### Clock wires, drivers and flops, run 1

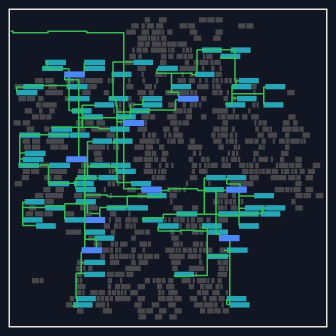
### Logic cells by family, run 1

The bar under the picture is 50 µm long.
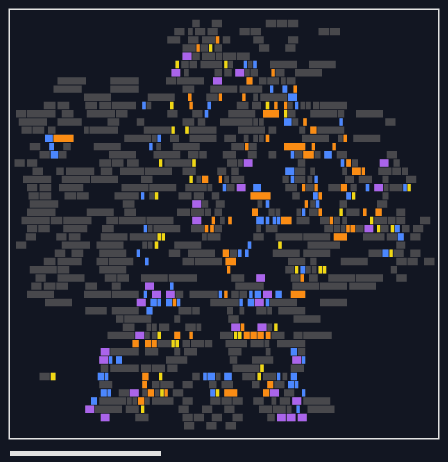
### Signal wires on met3, run 1

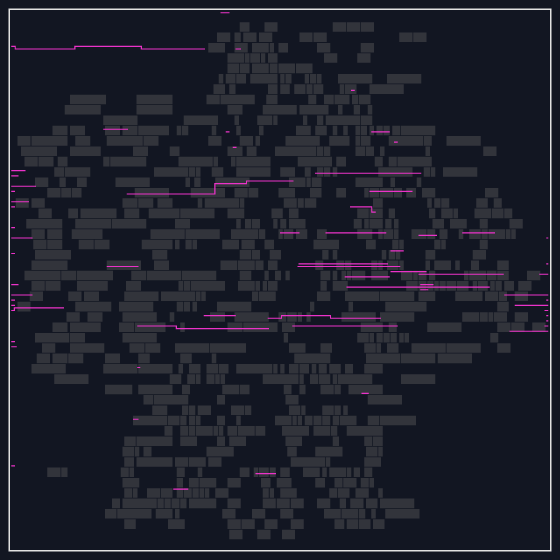
`config.mk`:
```
export PLATFORM = sky130hd
export DESIGN_NAME = vend_ctrl_mc
export DESIGN_NICKNAME = d
export VERILOG_FILES = /design/src/rtl/vend_ctrl_mc.sv
export SDC_FILE = /design/constraint.sdc
export NUM_CORES = 1
export LEC_CHECK = 0
export CORE_UTILIZATION = 30
export CTS_CLUSTER_SIZE = 24
export DETAILED_ROUTE_END_ITERATION = 10
export PLACE_DENSITY = 0.51
export SYNTH_ARGS = -nofsm -noshare
export SYNTH_HDL_FRONTEND = slang
export SYNTH_SLANG_ARGS = --single-unit
```
`constraint.sdc`:
```
create_clock -name clk -period 3.3 [get_ports clk]
set_input_delay 0.825 -clock clk [delete_from_list [all_inputs] [get_ports clk]]
set_output_delay 0.825 -clock clk [all_outputs]
set_load 0.005 [all_outputs]
```
`src/rtl/vend_ctrl_mc.sv`:
```
// Multi-item vending controller: price table, per-item stock, coin credit, handshaked change.
// Optional macro VEND_CREDIT_CARRY_EN: continue_buy during VEND keeps leftover credit and skips change.
module vend_ctrl_mc #(
  parameter int NUM_ITEMS  = 4,
  parameter int ITEM_W     = $clog2(NUM_ITEMS),
  parameter int MONEY_W    = 8,
  parameter int STOCK_W    = 4,
  parameter int INIT_STOCK = 3,
  parameter int DEF_PRICE  = 15
) (
  input  logic                 clk,
  input  logic                 reset,
  input  logic                 start,
  input  logic                 cancel,
  input  logic                 sel_valid,
  input  logic [ITEM_W-1:0]    item_in,
  input  logic                 coin_valid,
  input  logic [1:0]           coin_code,
  input  logic                 done_money,
  input  logic                 continue_buy,
  input  logic                 change_ready,
  input  logic                 price_we,
  input  logic [ITEM_W-1:0]    price_addr,
  input  logic [MONEY_W-1:0]   price_data,
  input  logic                 restock_valid,
  input  logic [ITEM_W-1:0]    restock_item,
  input  logic [STOCK_W-1:0]   restock_qty,
  output logic [2:0]           state,
  output logic                 done,
  output logic                 end_trans,
  output logic                 out_stock,
  output logic                 need_more,
  output logic                 coin_reject,
  output logic [MONEY_W-1:0]   price,
  output logic [MONEY_W-1:0]   sum_money,
  output logic [ITEM_W-1:0]    item_select,
  output logic                 change_valid,
  output logic [1:0]           change_coin,
  output logic [NUM_ITEMS-1:0] stock_empty
);

  typedef enum logic [2:0] {
    S_IDLE    = 3'd0,
    S_SELECT  = 3'd1,
    S_RECEIVE = 3'd2,
    S_COMPARE = 3'd3,
    S_VEND    = 3'd4,
    S_CHANGE  = 3'd5
  } state_t;

  function automatic logic [MONEY_W-1:0] coin_value(input logic [1:0] c);
    case (c)
      2'd0:    return MONEY_W'(5);
      2'd1:    return MONEY_W'(10);
      2'd2:    return MONEY_W'(20);
      default: return MONEY_W'(50);
    endcase
  endfunction

  function automatic logic [1:0] largest_coin(input logic [MONEY_W-1:0] amt);
    if (amt >= MONEY_W'(50))      return 2'd3;
    else if (amt >= MONEY_W'(20)) return 2'd2;
    else if (amt >= MONEY_W'(10)) return 2'd1;
    else                          return 2'd0;
  endfunction

  state_t               state_q, state_d;
  logic [MONEY_W-1:0]   sum_q, sum_d;
  logic [MONEY_W-1:0]   price_q, price_d;
  logic [ITEM_W-1:0]    item_q, item_d;
  logic [MONEY_W-1:0]   chg_q, chg_d;
  logic                 done_q, done_d;
  logic                 end_q, end_d;
  logic                 out_stock_q, out_stock_d;
  logic                 need_more_q, need_more_d;
  logic                 coin_rej_q, coin_rej_d;
  logic                 chg_vld_q, chg_vld_d;
  logic [1:0]           chg_coin_q, chg_coin_d;
  logic [STOCK_W-1:0]   stock_q [NUM_ITEMS];
  logic [STOCK_W-1:0]   stock_d [NUM_ITEMS];
  logic [STOCK_W:0]     st_sum  [NUM_ITEMS];
  logic [MONEY_W-1:0]   price_tbl_q [NUM_ITEMS];
  logic [MONEY_W:0]     coin_add;
  logic                 dec_en;
  logic                 item_ok;
  logic                 addr_ok;

  assign item_ok  = (32'(item_in) < NUM_ITEMS);
  assign addr_ok  = (32'(price_addr) < NUM_ITEMS);
  assign coin_add = {1'b0, sum_q} + {1'b0, coin_value(coin_code)};

  always_comb begin
    state_d     = state_q;
    sum_d       = sum_q;
    price_d     = price_q;
    item_d      = item_q;
    chg_d       = chg_q;
    end_d       = 1'b0;
    out_stock_d = 1'b0;
    need_more_d = 1'b0;
    coin_rej_d  = 1'b0;
    dec_en      = 1'b0;
    case (state_q)
      S_IDLE: if (start) state_d = S_SELECT;
      S_SELECT: begin
        if (cancel) begin
          state_d = S_IDLE;
          sum_d   = '0;
        end else if (sel_valid) begin
          if (!item_ok || stock_q[item_in] == '0) begin
            out_stock_d = 1'b1;
          end else begin
            item_d  = item_in;
            price_d = price_tbl_q[item_in];
            state_d = S_RECEIVE;
          end
        end
      end
      S_RECEIVE: begin
        if (cancel) begin
          state_d = S_CHANGE;
          chg_d   = sum_q;
        end else begin
          // the carry bit flags a coin that would overflow the credit register
          if (coin_valid) begin
            if (coin_add[MONEY_W]) coin_rej_d = 1'b1;
            else                   sum_d      = coin_add[MONEY_W-1:0];
          end
          if (done_money) state_d = S_COMPARE;
        end
      end
      S_COMPARE: begin
        if (sum_q >= price_q) begin
          state_d = S_VEND;
        end else begin
          need_more_d = 1'b1;
          state_d     = S_RECEIVE;
        end
      end
      S_VEND: begin
        dec_en = 1'b1;
`ifdef VEND_CREDIT_CARRY_EN
        if (continue_buy) begin
          sum_d   = sum_q - price_q;
          end_d   = 1'b1;
          state_d = S_SELECT;
        end else begin
          chg_d   = sum_q - price_q;
          state_d = S_CHANGE;
        end
`else
        chg_d   = sum_q - price_q;
        state_d = S_CHANGE;
`endif
      end
      S_CHANGE: begin
        // a remainder below the smallest coin is forfeited
        if (chg_q < MONEY_W'(5)) begin
          end_d   = 1'b1;
          sum_d   = '0;
          state_d = continue_buy ? S_SELECT : S_IDLE;
        end else if (chg_vld_q && change_ready) begin
          chg_d = chg_q - coin_value(chg_coin_q);
        end
      end
      default: state_d = S_IDLE;
    endcase
    done_d     = (state_d == S_VEND);
    chg_vld_d  = (state_d == S_CHANGE) && (chg_d >= MONEY_W'(5));
    chg_coin_d = chg_vld_d ? largest_coin(chg_d) : 2'd0;
  end

  // restock and vend on the same item net out before saturating
  always_comb begin
    for (int i = 0; i < NUM_ITEMS; i++) begin
      st_sum[i] = {1'b0, stock_q[i]};
      if (restock_valid && 32'(restock_item) == i) st_sum[i] = st_sum[i] + {1'b0, restock_qty};
      if (dec_en && 32'(item_q) == i)              st_sum[i] = st_sum[i] - 1'b1;
      stock_d[i] = st_sum[i][STOCK_W] ? '1 : st_sum[i][STOCK_W-1:0];
    end
  end

  always_ff @(posedge clk or posedge reset) begin
    if (reset) begin
      state_q     <= S_IDLE;
      sum_q       <= '0;
      price_q     <= '0;
      item_q      <= '0;
      chg_q       <= '0;
      done_q      <= 1'b0;
      end_q       <= 1'b0;
      out_stock_q <= 1'b0;
      need_more_q <= 1'b0;
      coin_rej_q  <= 1'b0;
      chg_vld_q   <= 1'b0;
      chg_coin_q  <= 2'd0;
      for (int i = 0; i < NUM_ITEMS; i++) begin
        stock_q[i]     <= STOCK_W'(INIT_STOCK);
        price_tbl_q[i] <= MONEY_W'(DEF_PRICE);
      end
    end else begin
      state_q     <= state_d;
      sum_q       <= sum_d;
      price_q     <= price_d;
      item_q      <= item_d;
      chg_q       <= chg_d;
      done_q      <= done_d;
      end_q       <= end_d;
      out_stock_q <= out_stock_d;
      need_more_q <= need_more_d;
      coin_rej_q  <= coin_rej_d;
      chg_vld_q   <= chg_vld_d;
      chg_coin_q  <= chg_coin_d;
      for (int i = 0; i < NUM_ITEMS; i++) stock_q[i] <= stock_d[i];
      if (state_q == S_IDLE && price_we && addr_ok) price_tbl_q[price_addr] <= price_data;
    end
  end

  always_comb begin
    for (int i = 0; i < NUM_ITEMS; i++) stock_empty[i] = (stock_q[i] == '0);
  end

  assign state        = state_q;
  assign done         = done_q;
  assign end_trans    = end_q;
  assign out_stock    = out_stock_q;
  assign need_more    = need_more_q;
  assign coin_reject  = coin_rej_q;
  assign price        = price_q;
  assign sum_money    = sum_q;
  assign item_select  = item_q;
  assign change_valid = chg_vld_q;
  assign change_coin  = chg_coin_q;

endmodule

```
==> reports/summary.log, run 1 <==
INFO  setup_path     worst_r2r_endpoint=change_valid
INFO  cells_and_area inv_count=39
INFO  setup_path     worst_setup_path_startpoint=coin_code[1]
INFO  sta            fmax=323.8MHz
INFO  drt            firstDrtPassIters=4
INFO  grt            wire_length_of_the_first_global_routing_pass=24670µm
INFO  drt            post-route-drc-count=0
INFO  cells_and_area antennaDiodeCount=0
INFO  floorplanning  core_area=18960µm²
INFO  grt            grt_pass1_vias=4781
INFO  floorplanning  rows=50
INFO  yosys          syn-mean-instance-area=10.22µm²
INFO  cells_and_area buffers_excl_clock=88
INFO  hold_path      worst_hold_path.num_cells=1
INFO  pwr            p_total=6.200mW
INFO  sta            final_max_slew_viol_count=0
INFO  status         run_status=completed
INFO  pwr            power_leakage=3.124nW
INFO  cells_and_area num-clock-buffers=9
INFO  yosys          ys_cells=574
INFO  placed_design  dp_hpwl=11820µm
INFO  cells_and_area area.share.sequential=29.60%
INFO  sta            final_critical_delay_including_setup_and_external_delays=3088ps
INFO  cells_and_area clkCellAreaFrac=4.499%
INFO  setup_path     worstSetupPathDepth=11
INFO  sta            worst_slack=211.8ps
INFO  yosys          area_leaders=sky130_fd_sc_hd__dfrtp_1 (26%), sky130_fd_sc_hd__dfstp_2 (11%), sky130_fd_sc_hd__ha_1 (8.5%), sky130_fd_sc_hd__mux2_2 (6.3%), sky130_fd_sc_hd__mux4_2 (3.1%)
INFO  setup_path     critPathBufInv=1
INFO  cts            cts_htree_levels=3
INFO  yosys          ys_top_cells_by_count=sky130_fd_sc_hd__dfrtp_1 (61), sky130_fd_sc_hd__nand2_1 (47), sky130_fd_sc_hd__ha_1 (40)
INFO  yosys          nets_in_the_synthesized_netlist=652
INFO  cells_and_area area_dominant_class=logic gates
INFO  setup_path     cp_top_family=AND-OR/OR-AND gates
INFO  sta            finalHoldWorstSlack=492.0ps
INFO  cells_and_area post_layout_nonfiller_instances=924
INFO  cts            clk_transition_reported_paths=60ps
INFO  yosys          synth.yosys.warnings=0
INFO  setup_path     cells_along_the_critical_path=clkdlybuf4s50_1 -> nor2_1 -> ha_1 -> fa_1 -> a21o_1 -> a21oi_1 -> o21bai_1 -> a21oi_1 -> nor2b_1 -> a31oi_4 -> mux2_2
INFO  floorplanning  chip_area=20110µm²
INFO  sta            finalClockPeriodUsage=93.58%
INFO  floorplanning  die_w=141.8µm
INFO  pwr            power.group.top=combinational logic
INFO  floorplanning  die_h=141.8µm
INFO  setup_path     setup.worst_path.end=sum_money[3]
Notes on 'Clock wires, drivers and flops' above:
legend:
  blue:
    item: clock drivers
    count: 9
  green:
    item: clock wires
    length: 1240 µm
  cyan:
    item: flip-flops
    count: 85
routed clock nets: 10
clock network fraction of design power: 18.2%
Clock Latency Late Sink: 350 ps
Setup Skew: 12.83 ps
Power Clock: 1.13 mW

Notes on 'Logic cells by family' above:
legend:
  orange:
    family: NOR gates
    cells: 71
  yellow:
    family: inverters
    cells: 39
  blue:
    family: NAND gates
    cells: 79
  purple:
    family: XOR/XNOR gates
    cells: 32
logic share of the area: 48.01%
most common logic cell in the routed design: sky130_fd_sc_hd__clkdlybuf4s50_1

Notes on 'Signal wires on met3' above:
nets with wire on the layer: 51
wire length on this layer: 538 µm
main direction: horizontal
share of all routed wire: 3.6%
final WL: 15110 µm
M3 GR Usage: 3.105%
vias post-DR: 4652

[run 1: state kept, by name (all words and copies together) (netlist names), 2 cells and up]
register,cells
price_tbl_q,32
chg_q,8
state,3
stock_q,16
item_select,2
price,8
change_coin,2
sum_money,8
[run 1: routing by layer]
| metal | GRT usage (%) | vias to the layer above | part of all wire [%] |
|---|---|---|---|
| met2 | 25.95 | 85 | 47 |
| met3 | 3.105 | 21 | 3.6 |
| met1 | 21.30 | 2275 | 47 |
| met4 | 5.829 | 0 | 2.1 |
| li1 | - | 2271 | - |
| met5 | 0 | - | 0 |
[run 1: cell families after synthesis]
group	synth area share [%]
muxes	13.16
AOI/OAI and AO/OA	13.91
buffers and inverters	3.563
adders and majority gates	10.92
DFF	36.78
xor gates and xnor gates	4.779
and+or+nand+nor	16.88
--- run 2 (diff from run 1) ---
--- a/config.mk
+++ b/config.mk
@@ -5,6 +5,7 @@
 export SDC_FILE = /design/constraint.sdc
 export NUM_CORES = 1
 export LEC_CHECK = 0
+export CORE_ASPECT_RATIO = 1.2
 export CORE_UTILIZATION = 30
 export CTS_CLUSTER_SIZE = 24
 export DETAILED_ROUTE_END_ITERATION = 10
### Drive-strength map, run 2

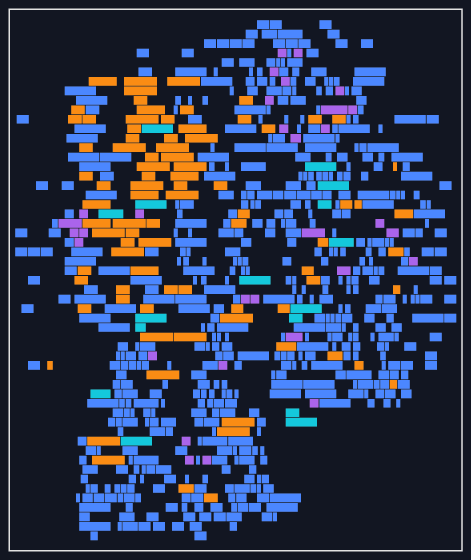
legend:
  blue:
    size: _0 and _1 cells
    cells: 532
    share: 80%
  cyan:
    size: _6 and larger
    cells: 16
    share: 2.4%
  purple:
    size: _3 and _4 cells
    cells: 31
    share: 4.7%
  orange:
    size: _2 cells
    cells: 84
    share: 13%
non-clock buffer count: 87
post-route cell area: 7247 µm²

==> reports/summary.log, run 2 <==
INFO  yosys          synth-xor-area-share=4.779% [unchanged]
INFO  cells_and_area inv_count=39 [unchanged]
INFO  pwr            p_total=6.072mW [was 6.200 mW]
INFO  cells_and_area layout.cells.most_common=sky130_fd_sc_hd__clkdlybuf4s50_1 [unchanged]
INFO  yosys          ys_cells=574 [unchanged]
INFO  grt            met2_usage_grt=27.99% [was 25.95%]
INFO  grt            wire_length_of_the_first_global_routing_pass=24450µm [was 24670 µm]
INFO  status         run_status=completed [unchanged]
INFO  grt            grtUsageMet1=19.35% [was 21.30%]
INFO  grt            m3_gr_usage=2.029% [was 3.105%]
INFO  drt            dr_wl_met3=553µm [was 538 µm]
INFO  pwr            power_leakage=3.101nW [was 3.124 nW]
INFO  grt            grt_pass1_vias=4718 [was 4781]
INFO  cts            clk_transition_reported_paths=70ps [was 60 ps]
INFO  yosys          muxShareOfSynthArea=13.16% [unchanged]
INFO  cells_and_area registers.top_by_ff_count=price_tbl_q [unchanged]
INFO  yosys          ys_top_cells_by_count=sky130_fd_sc_hd__dfrtp_1 (61), sky130_fd_sc_hd__nand2_1 (47), sky130_fd_sc_hd__ha_1 (40) [unchanged]
INFO  cts            worstSkewPairLatency=350ps [about the same]
INFO  yosys          synthAoiAreaFrac=13.91% [unchanged]
INFO  yosys          nets_in_the_synthesized_netlist=652 [unchanged]
INFO  drt            firstDrtPassIters=4 [unchanged]
### Logic cells by family, run 2

The bar under the picture is 50 µm long.
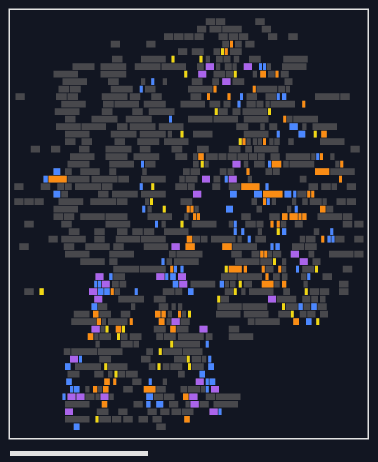
legend:
  orange:
    family: NOR gates
    cells: 71
  blue:
    family: NAND gates
    cells: 79
    where: spread over the die
  purple:
    family: XOR/XNOR gates
    cells: 32
  yellow:
    family: inverters
    cells: 39
logic share of the area: 48.27%
non-filler cells, final: 919

run 2: cell counts after synthesis:
Identical to the previous run, type by type.
run 2: worst paths after layout:
path / startpoint / endpoint / slack [ps] / depth (start not counted)
worst max-delay path: coin_code[0] / sum_money[3] / 230 / 11
worst min-delay path: price_tbl_q[31] / price_tbl_q[31] / 490 / 1
worst max register to register: change_coin[0] / change_valid / 270 / 11
worst min register to register: price_tbl_q[31] / price_tbl_q[31] / 490 / 1
max in group asynchronous: reset / price_tbl_q[17] / 1680 / 3
min in group asynchronous: reset / price_tbl_q[6] / 910 / 2
run 2: power by group:
part | leakage [nW] | switching, mW | internal [mW] | total [mW]
Clock | 0.145 | 0.493 | 0.537 | 1.03
Combinational | 1.93 | 1.46 | 1.51 | 2.97
Sequential | 1.02 | 0.481 | 1.59 | 2.07
Power is estimated from default activity; no workload was simulated.
